**Routing congestion map**

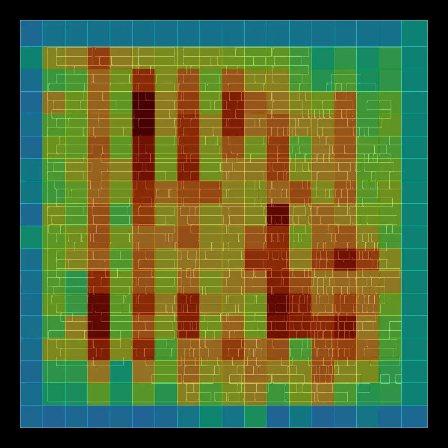
**Routed metal per tile**

Scale: 3 px per um. The die is cut into 25 by 25 equal tiles; dark blue is low, red is high, scaled to the fullest tile. Values are wire area over tile area, all layers added.
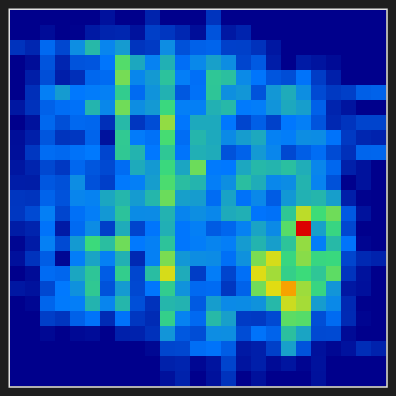
**Signal wires on met2**

Scale: 4 px per um.
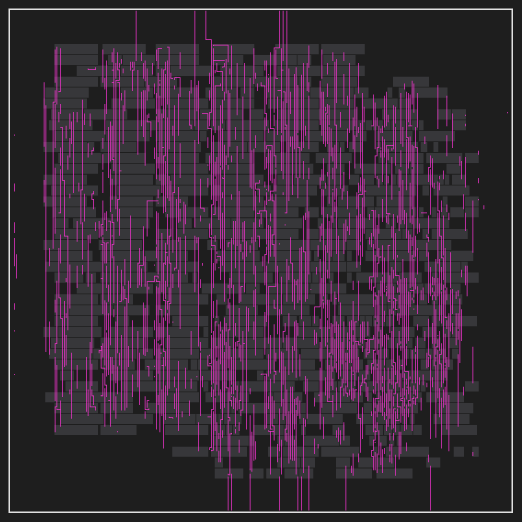
**Ports around the boundary**

Scale: 4 px per um. Pins as bars across the die edge, other pins in gray.
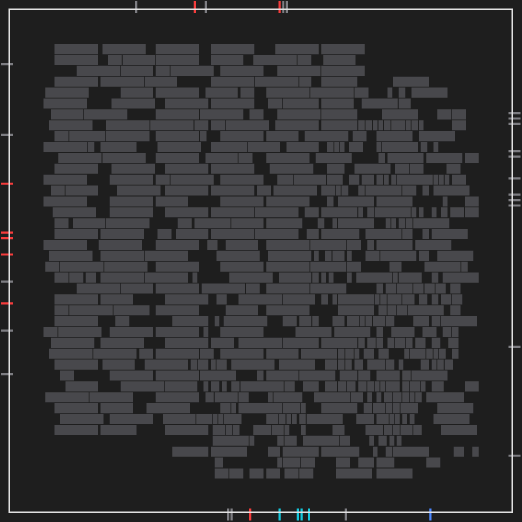
`config.mk`:
```
export PLATFORM = sky130hd
export DESIGN_NAME = opm_write_sequencer
export DESIGN_NICKNAME = d
export VERILOG_FILES = /design/src/rtl/opm_wseq_pkg.sv /design/src/rtl/opm_wseq_fifo.sv /design/src/rtl/opm_write_sequencer.sv
export SDC_FILE = /design/constraint.sdc
export NUM_CORES = 1
export LEC_CHECK = 0
export CAP_MARGIN = 15
export CORE_MARGIN = 8
export CORE_UTILIZATION = 64
export CTS_CLUSTER_SIZE = 16
export DETAILED_ROUTE_END_ITERATION = 10
export HOLD_SLACK_MARGIN = 0.02
export PLACE_DENSITY = 0.84
export SYNTH_ARGS = -nofsm -noshare
export SYNTH_HDL_FRONTEND = slang
export SYNTH_SLANG_ARGS = --single-unit
```
`constraint.sdc`:
```
create_clock -name i_EMUCLK -period 7.7 [get_ports i_EMUCLK]
set_input_delay 0.77 -clock i_EMUCLK [delete_from_list [all_inputs] [get_ports i_EMUCLK]]
set_output_delay 0.77 -clock i_EMUCLK [all_outputs]
set_load 0.02 [all_outputs]
```
`src/rtl/opm_wseq_pkg.sv`:
```
// Shared types for the OPM write sequencer: FSM states, command layout and
// the bus-pin encoding driven while each state is active.
package opm_wseq_pkg;

    localparam int CMD_W = 16;
    localparam int CNT_W = 16;

    typedef enum logic [2:0] {
        IDLE,
        A_SETUP,
        A_STROBE,
        A_HOLD,
        D_SETUP,
        D_STROBE,
        D_HOLD,
        GAP
    } wseq_state_t;

    typedef struct packed {
        logic [7:0] addr;
        logic [7:0] data;
    } wseq_cmd_t;

    // drive=0 means A0/D keep their previous values and the strobes are released
    typedef struct packed {
        logic cs_n;
        logic wr_n;
        logic a0;
        logic drive;
    } bus_ctl_t;

    localparam bus_ctl_t CTL_A_SETUP  = '{cs_n: 1'b0, wr_n: 1'b1, a0: 1'b0, drive: 1'b1};
    localparam bus_ctl_t CTL_A_STROBE = '{cs_n: 1'b0, wr_n: 1'b0, a0: 1'b0, drive: 1'b1};
    localparam bus_ctl_t CTL_A_HOLD   = '{cs_n: 1'b1, wr_n: 1'b1, a0: 1'b0, drive: 1'b1};
    localparam bus_ctl_t CTL_D_SETUP  = '{cs_n: 1'b0, wr_n: 1'b1, a0: 1'b1, drive: 1'b1};
    localparam bus_ctl_t CTL_D_STROBE = '{cs_n: 1'b0, wr_n: 1'b0, a0: 1'b1, drive: 1'b1};
    localparam bus_ctl_t CTL_D_HOLD   = '{cs_n: 1'b1, wr_n: 1'b1, a0: 1'b1, drive: 1'b1};
    localparam bus_ctl_t CTL_RELEASE  = '{cs_n: 1'b1, wr_n: 1'b1, a0: 1'b0, drive: 1'b0};

    function automatic bus_ctl_t state_ctl(input wseq_state_t s);
        bus_ctl_t c;
        case (s)
            A_SETUP:  c = CTL_A_SETUP;
            A_STROBE: c = CTL_A_STROBE;
            A_HOLD:   c = CTL_A_HOLD;
            D_SETUP:  c = CTL_D_SETUP;
            D_STROBE: c = CTL_D_STROBE;
            D_HOLD:   c = CTL_D_HOLD;
            default:  c = CTL_RELEASE;
        endcase
        return c;
    endfunction

endpackage

```
`src/rtl/opm_wseq_fifo.sv`:
```
// Command FIFO for the write sequencer. Head is presented combinationally;
// a push is refused when full even if a pop happens in the same cycle.
module opm_wseq_fifo #(
    parameter int DEPTH = 8,
    parameter int WIDTH = 16
) (
    input  logic                     clk,
    input  logic                     rst_n,
    input  logic                     push,
    input  logic [WIDTH-1:0]         push_data,
    output logic                     ready,
    input  logic                     pop,
    output logic [WIDTH-1:0]         head,
    output logic                     empty,
    output logic [$clog2(DEPTH):0]   level
);

    localparam int AW = $clog2(DEPTH);
    localparam int LW = AW + 1;

    logic [WIDTH-1:0] mem [DEPTH];
    logic [AW-1:0]    wr_ptr;
    logic [AW-1:0]    rd_ptr;
    logic             do_push;
    logic             do_pop;

    assign ready   = (level != LW'(DEPTH));
    assign empty   = (level == '0);
    assign do_push = push && ready;
    assign do_pop  = pop && !empty;
    assign head    = mem[rd_ptr];

    always_ff @(posedge clk) begin
        if (do_push) begin
            mem[wr_ptr] <= push_data;
        end
    end

    // Pointers wrap naturally because DEPTH is a power of two
    always_ff @(posedge clk or negedge rst_n) begin
        if (!rst_n) begin
            wr_ptr <= '0;
            rd_ptr <= '0;
            level  <= '0;
        end else begin
            if (do_push) begin
                wr_ptr <= wr_ptr + AW'(1);
            end
            if (do_pop) begin
                rd_ptr <= rd_ptr + AW'(1);
            end
            case ({do_push, do_pop})
                2'b10:   level <= level + LW'(1);
                2'b01:   level <= level - LW'(1);
                default: level <= level;
            endcase
        end
    end

endmodule

```
`src/rtl/opm_write_sequencer.sv`:
```
// Replays buffered (address, data) commands as two-phase YM2151 bus writes
// toward IKA2151, with programmable setup/strobe/hold widths and a gap.
module opm_write_sequencer
    import opm_wseq_pkg::*;
#(
    parameter int FIFO_DEPTH = 8,
    parameter int SETUP_CYC  = 15,
    parameter int STROBE_CYC = 20,
    parameter int HOLD_CYC   = 15,
    parameter int GAP_CYC    = 64
) (
    input  logic                         i_EMUCLK,
    input  logic                         i_RST_n,
    input  logic                         i_CMD_VALID,
    output logic                         o_CMD_READY,
    input  logic [7:0]                   i_CMD_ADDR,
    input  logic [7:0]                   i_CMD_DATA,
    output logic                         o_CS_n,
    output logic                         o_WR_n,
    output logic                         o_A0,
    output logic [7:0]                   o_D,
    output logic                         o_BUSY,
    output logic [$clog2(FIFO_DEPTH):0]  o_LEVEL
);

    localparam logic [CNT_W-1:0] SETUP_LD  = CNT_W'(SETUP_CYC - 1);
    localparam logic [CNT_W-1:0] STROBE_LD = CNT_W'(STROBE_CYC - 1);
    localparam logic [CNT_W-1:0] HOLD_LD   = CNT_W'(HOLD_CYC - 1);
    localparam logic [CNT_W-1:0] GAP_LD    = CNT_W'((GAP_CYC > 0) ? GAP_CYC - 1 : 0);
    localparam bit               NO_GAP    = (GAP_CYC == 0);

    wseq_state_t      state;
    logic [CNT_W-1:0] cnt;
    wseq_cmd_t        cmd;
    logic [CMD_W-1:0] head_bits;
    logic             fifo_empty;
    logic             fifo_ready;
    logic             last;
    logic             pop;
    bus_ctl_t         ctl;

    logic             cs_n;
    logic             wr_n;
    logic             a0;
    logic [7:0]       d;
    logic             busy;

    opm_wseq_fifo #(
        .DEPTH (FIFO_DEPTH),
        .WIDTH (CMD_W)
    ) u_fifo (
        .clk       (i_EMUCLK),
        .rst_n     (i_RST_n),
        .push      (i_CMD_VALID),
        .push_data ({i_CMD_ADDR, i_CMD_DATA}),
        .ready     (fifo_ready),
        .pop       (pop),
        .head      (head_bits),
        .empty     (fifo_empty),
        .level     (o_LEVEL)
    );

    assign last = (cnt == '0);

    // A new command starts from IDLE or directly out of the final gap/hold
    // cycle, so back-to-back commands never spend a cycle in IDLE.
    assign pop = !fifo_empty &&
                 ((state == IDLE) ||
                  (last && ((state == GAP) || (state == D_HOLD && NO_GAP))));

    always_comb begin
        ctl = state_ctl(state);
    end

    // Bus pins are registered from the current state, so they trail the state
    // by one cycle; every width is preserved and WR_n can never fall with CS_n.
    always_ff @(posedge i_EMUCLK or negedge i_RST_n) begin
        if (!i_RST_n) begin
            state <= IDLE;
            cnt   <= '0;
            cmd   <= '0;
            cs_n  <= 1'b1;
            wr_n  <= 1'b1;
            a0    <= 1'b0;
            d     <= 8'h00;
            busy  <= 1'b0;
        end else begin
            busy <= (state != IDLE) || !fifo_empty;

            if (ctl.drive) begin
                cs_n <= ctl.cs_n;
                wr_n <= ctl.wr_n;
                a0   <= ctl.a0;
                d    <= ctl.a0 ? cmd.data : cmd.addr;
            end else begin
                cs_n <= 1'b1;
                wr_n <= 1'b1;
            end

            if (pop) begin
                state <= A_SETUP;
                cmd   <= wseq_cmd_t'(head_bits);
                cnt   <= SETUP_LD;
            end else if (state != IDLE) begin
                if (!last) begin
                    cnt <= cnt - CNT_W'(1);
                end else begin
                    case (state)
                        A_SETUP: begin
                            state <= A_STROBE;
                            cnt   <= STROBE_LD;
                        end
                        A_STROBE: begin
                            state <= A_HOLD;
                            cnt   <= HOLD_LD;
                        end
                        A_HOLD: begin
                            state <= D_SETUP;
                            cnt   <= SETUP_LD;
                        end
                        D_SETUP: begin
                            state <= D_STROBE;
                            cnt   <= STROBE_LD;
                        end
                        D_STROBE: begin
                            state <= D_HOLD;
                            cnt   <= HOLD_LD;
                        end
                        D_HOLD: begin
                            if (NO_GAP) begin
                                state <= IDLE;
                            end else begin
                                state <= GAP;
                                cnt   <= GAP_LD;
                            end
                        end
                        default: begin
                            state <= IDLE;
                        end
                    endcase
                end
            end
        end
    end

    assign o_CMD_READY = fifo_ready;
    assign o_CS_n      = cs_n;
    assign o_WR_n      = wr_n;
    assign o_A0        = a0;
    assign o_D         = d;
    assign o_BUSY      = busy;

endmodule

```
==> impl_metrics.tcl <==
# implementation run metrics
set metrics [dict create \
    drive_above_1_share 0.164 \
    dieArea_um2 15700 \
    cts_buffers 17 \
    vias 4328 \
    grt_first_pass_wirelength_um 23900 \
    clk_latency_ns 0.44 \
    most_common_cell "edfxtp_1" \
    hold_path.class "in2async" \
    place_congestion 0.797 \
    final_nets 548 \
    htree_levels 4 \
    finalHoldViolCount 0 \
    yosys.area.top_type_share 0.502 \
    path_class "reg2reg" \
    power_w 0.00355 \
    synth-edff-count 128 \
    irDropWorstVdd_uv 305 \
    common_cells "edfxtp_1, dfrtp_1, nor2_1" \
    cp_data_required_time_ns 8.01 \
    fin_skew_ns 0.00893 \
    post-route-min-period_ns 4.21 \
    port_buffers 35 \
    dp_hpwl_um 9080 \
    die.size.y_um 125 \
    cts.sinks 185 \
    p_leak_nw 3.16 \
    post-route-period-util 0.547 \
    rows 40 \
    fp_util 0.646 \
    ant_nets 0 \
    drc_errors 0 \
    status "finished clean" \
    path_max_fanout 37 \
    yosysUniqueCellTypes 49 \
    max_cap_viol_count 0 \
    first_pass_iters 6 \
    area_growth_pct 14.4 \
    comb_area_um2 2270 \
    diodes 0 \
    warnings 29 \
    seqCellArea_um2 5270 \
    ys_warn_count 0 \
    wl_per_cell_um 21.9 \
    drv_slew 0 \
    cts_hold_buf 0 \
    netlist_area_um2 7660 \
    yosys_most_used_dff "edfxtp_1" \
    grt_overflow 0 \
    drtIter0Drc 493 \
    fp_nets 509 \
    cts_tree "done" \
    avgViaCountPerCell 6.38 \
    core_um2 11900 \
    yosys_area_um2 7660 \
    ys_ff 185 \
    ys_seq_share 0.689 \
    antenna_found_initial 0 \
    n_fill_cell 704 \
    clk_path_buf_depth 2 \
    avgSynthCellArea_um2 16.0 \
    ys_async_sr_fraction 0.308 \
    cp-start-kind "register" \
    cts_root_buffer "clkbuf_16" \
    io_pins 36 \
    fmax_ghz 0.237 \
    setup_viol 0 \
    rsz0062_at_grt "false" \
    top_area_cell "edfxtp_1" \
    routed_wirelength_um 14800 \
    topCellsByArea "edfxtp_1, dfrtp_1, mux4_2" \
    cts_setup_buffers 0 \
    cts-resized-gates 0 \
    grt_max_degree 58 \
    dieWidth_um 125 \
    critical_path.endpoint_type "register" \
    worst_pin_slew_ns 1.14 \
    netlist_instances 479 \
    maxSlewHeadroom 0.237 \
    power-per-cell-area_nw_per_um2 405 \
    finalSetupTns_ns 0 \
    worstPathArrival_ns 4.53 \
    clk_pin_slew_ns 0.07 \
]
-- 'routing congestion map' (at the start) --
met3 usage: 0.0523
met2 GRT Util: 0.339
GRT Overall Usage: 0.201
GR Layer Usage met1: 0.241
post-layout util: 0.739

-- 'routed metal per tile' (at the start) --
fullest tile	0.75
densest ninth of the die	center
tiles over half the peak	5.0%
nearly empty tiles	21%

-- 'signal wires on met2' (at the start) --
share of all routed wire	53%
nets with wire on the layer	491
wire length on this layer	7800 um
main direction	vertical

-- 'ports around the boundary' (at the start) --
color	port	pins	direction	edge
cyan	o_LEVEL	4	output	south
red	i_CMD_DATA	8	input	5 west, 2 north, 1 south
blue	o_BUSY	1	output	south
all pins by edge	11 east, 10 west, 9 south, 6 north

[layout by cell type, fill, tap and decap left out, types with 4 or more instances in the layout]
cell type	Yosys	final
a21oi_1	28	28
a31oi_1	5	5
buf_4	0	8
clkbuf_16	0	17
clkdlybuf4s50_1	0	34
dfrtp_1	55	54
edfxtp_1	128	128
ha_1	10	10
inv_1	11	11
inv_8	0	4
mux2i_1	24	24
mux4_2	32	32
nand2_1	24	24
nand2b_1	6	6
nand3_1	4	4
nor2_1	33	32
nor3_1	9	7
o21ai_0	12	12
o21ai_1	6	6
o31ai_1	8	7
or3_1	4	4
or4_1	9	9
xnor2_1	6	6
xor2_1	4	4
[stage by stage]
stage	worst slack (ns)	cell area (um^2)	hold WS, ns	instances	utilization
final	3.49	8760	0.459	678	0.739
after global routing	3.23	8760	0.511	678	0.739
after CTS	3.50	8760	0.486	678	0.739
after detailed placement	3.54	8170	0.472	646	0.689
after global placement	3.67	8170	0.465	646	0.689
after floorplan	4.15	7660	0.449	479	-
[power breakdown]
part           total (W)  internal, W  switching, W
registers        0.00153      0.00132      0.000206
logic            0.00116     0.000522      0.000633
clock network   0.000865     0.000486      0.000379
total            0.00355      0.00233       0.00122
[metal layers]
| metal | up-vias | global-route usage | share of wire |
|---|---|---|---|
| met2 | 158 | 0.339 | 0.53 |
| met4 | 0 | 0.0867 | 0.020 |
| met5 | - | 0 | 0 |
| met3 | 27 | 0.0523 | 0.051 |
| met1 | 2208 | 0.241 | 0.40 |
| li1 | 1935 | - | - |
[registers in the layout, summed over array words and instances (netlist names)]
name	cells
o_WR_n	1
cnt	16
u_fifo.wr_ptr	3
o_A0	1
o_BUSY	1
cmd	16
u_fifo.mem	128
state	3
o_D	8
o_CS_n	1
u_fifo.level	4
u_fifo.rd_ptr	3
[worst paths after layout]
check / start / end / slack, ns / depth (start not counted)
worst max register to register: cnt[0] / u_fifo.level[3] / 3.49 / 13
worst min register to register: o_D[1] / o_D[1] / 0.48 / 2
min in group i_EMUCLK: o_D[1] / o_D[1] / 0.48 / 2
worst min-delay path: i_RST_n / cnt[15] / 0.46 / 2
max in group asynchronous: i_RST_n / u_fifo.rd_ptr[0] / 6.72 / 2
worst max-delay path: cnt[0] / u_fifo.level[3] / 3.49 / 13
[critical path, cell delays in order, from the launching register on]
cell and delay (ns):
dfrtp_1 0.45, inv_1 0.11, ha_1 0.18, inv_1 0.09
or3_1 0.52, or4b_1 0.69, o21ai_4 0.74, ha_1 0.34
ha_1 0.26, a21o_1 0.18, a21oi_1 0.20, xnor2_1 0.14
nor2_1 0.06, xor2_1 0.14
[cells by family after synthesis]
group	after synthesis	synth area share
mux	59	0.130
fa+ha+maj	11	0.0190
simple gates	105	0.0690
flops	185	0.689
compound gates	75	0.0627
xor+xnor	10	0.0114
buf+inv	34	0.0194
[cell type report]
| class | count | area share |
|---|---|---|
| flip-flops and latches | 185 | 0.602 |
| multi-input cells | 260 | 0.259 |
| clock buffers | 17 | 0.0486 |
| repair buffers | 43 | 0.0463 |
| well taps | 147 | 0.0210 |
| clock inverters | 15 | 0.0190 |
| inverters | 11 | 0.00471 |
No activity file was given, so power comes from the tool's default toggle rates.
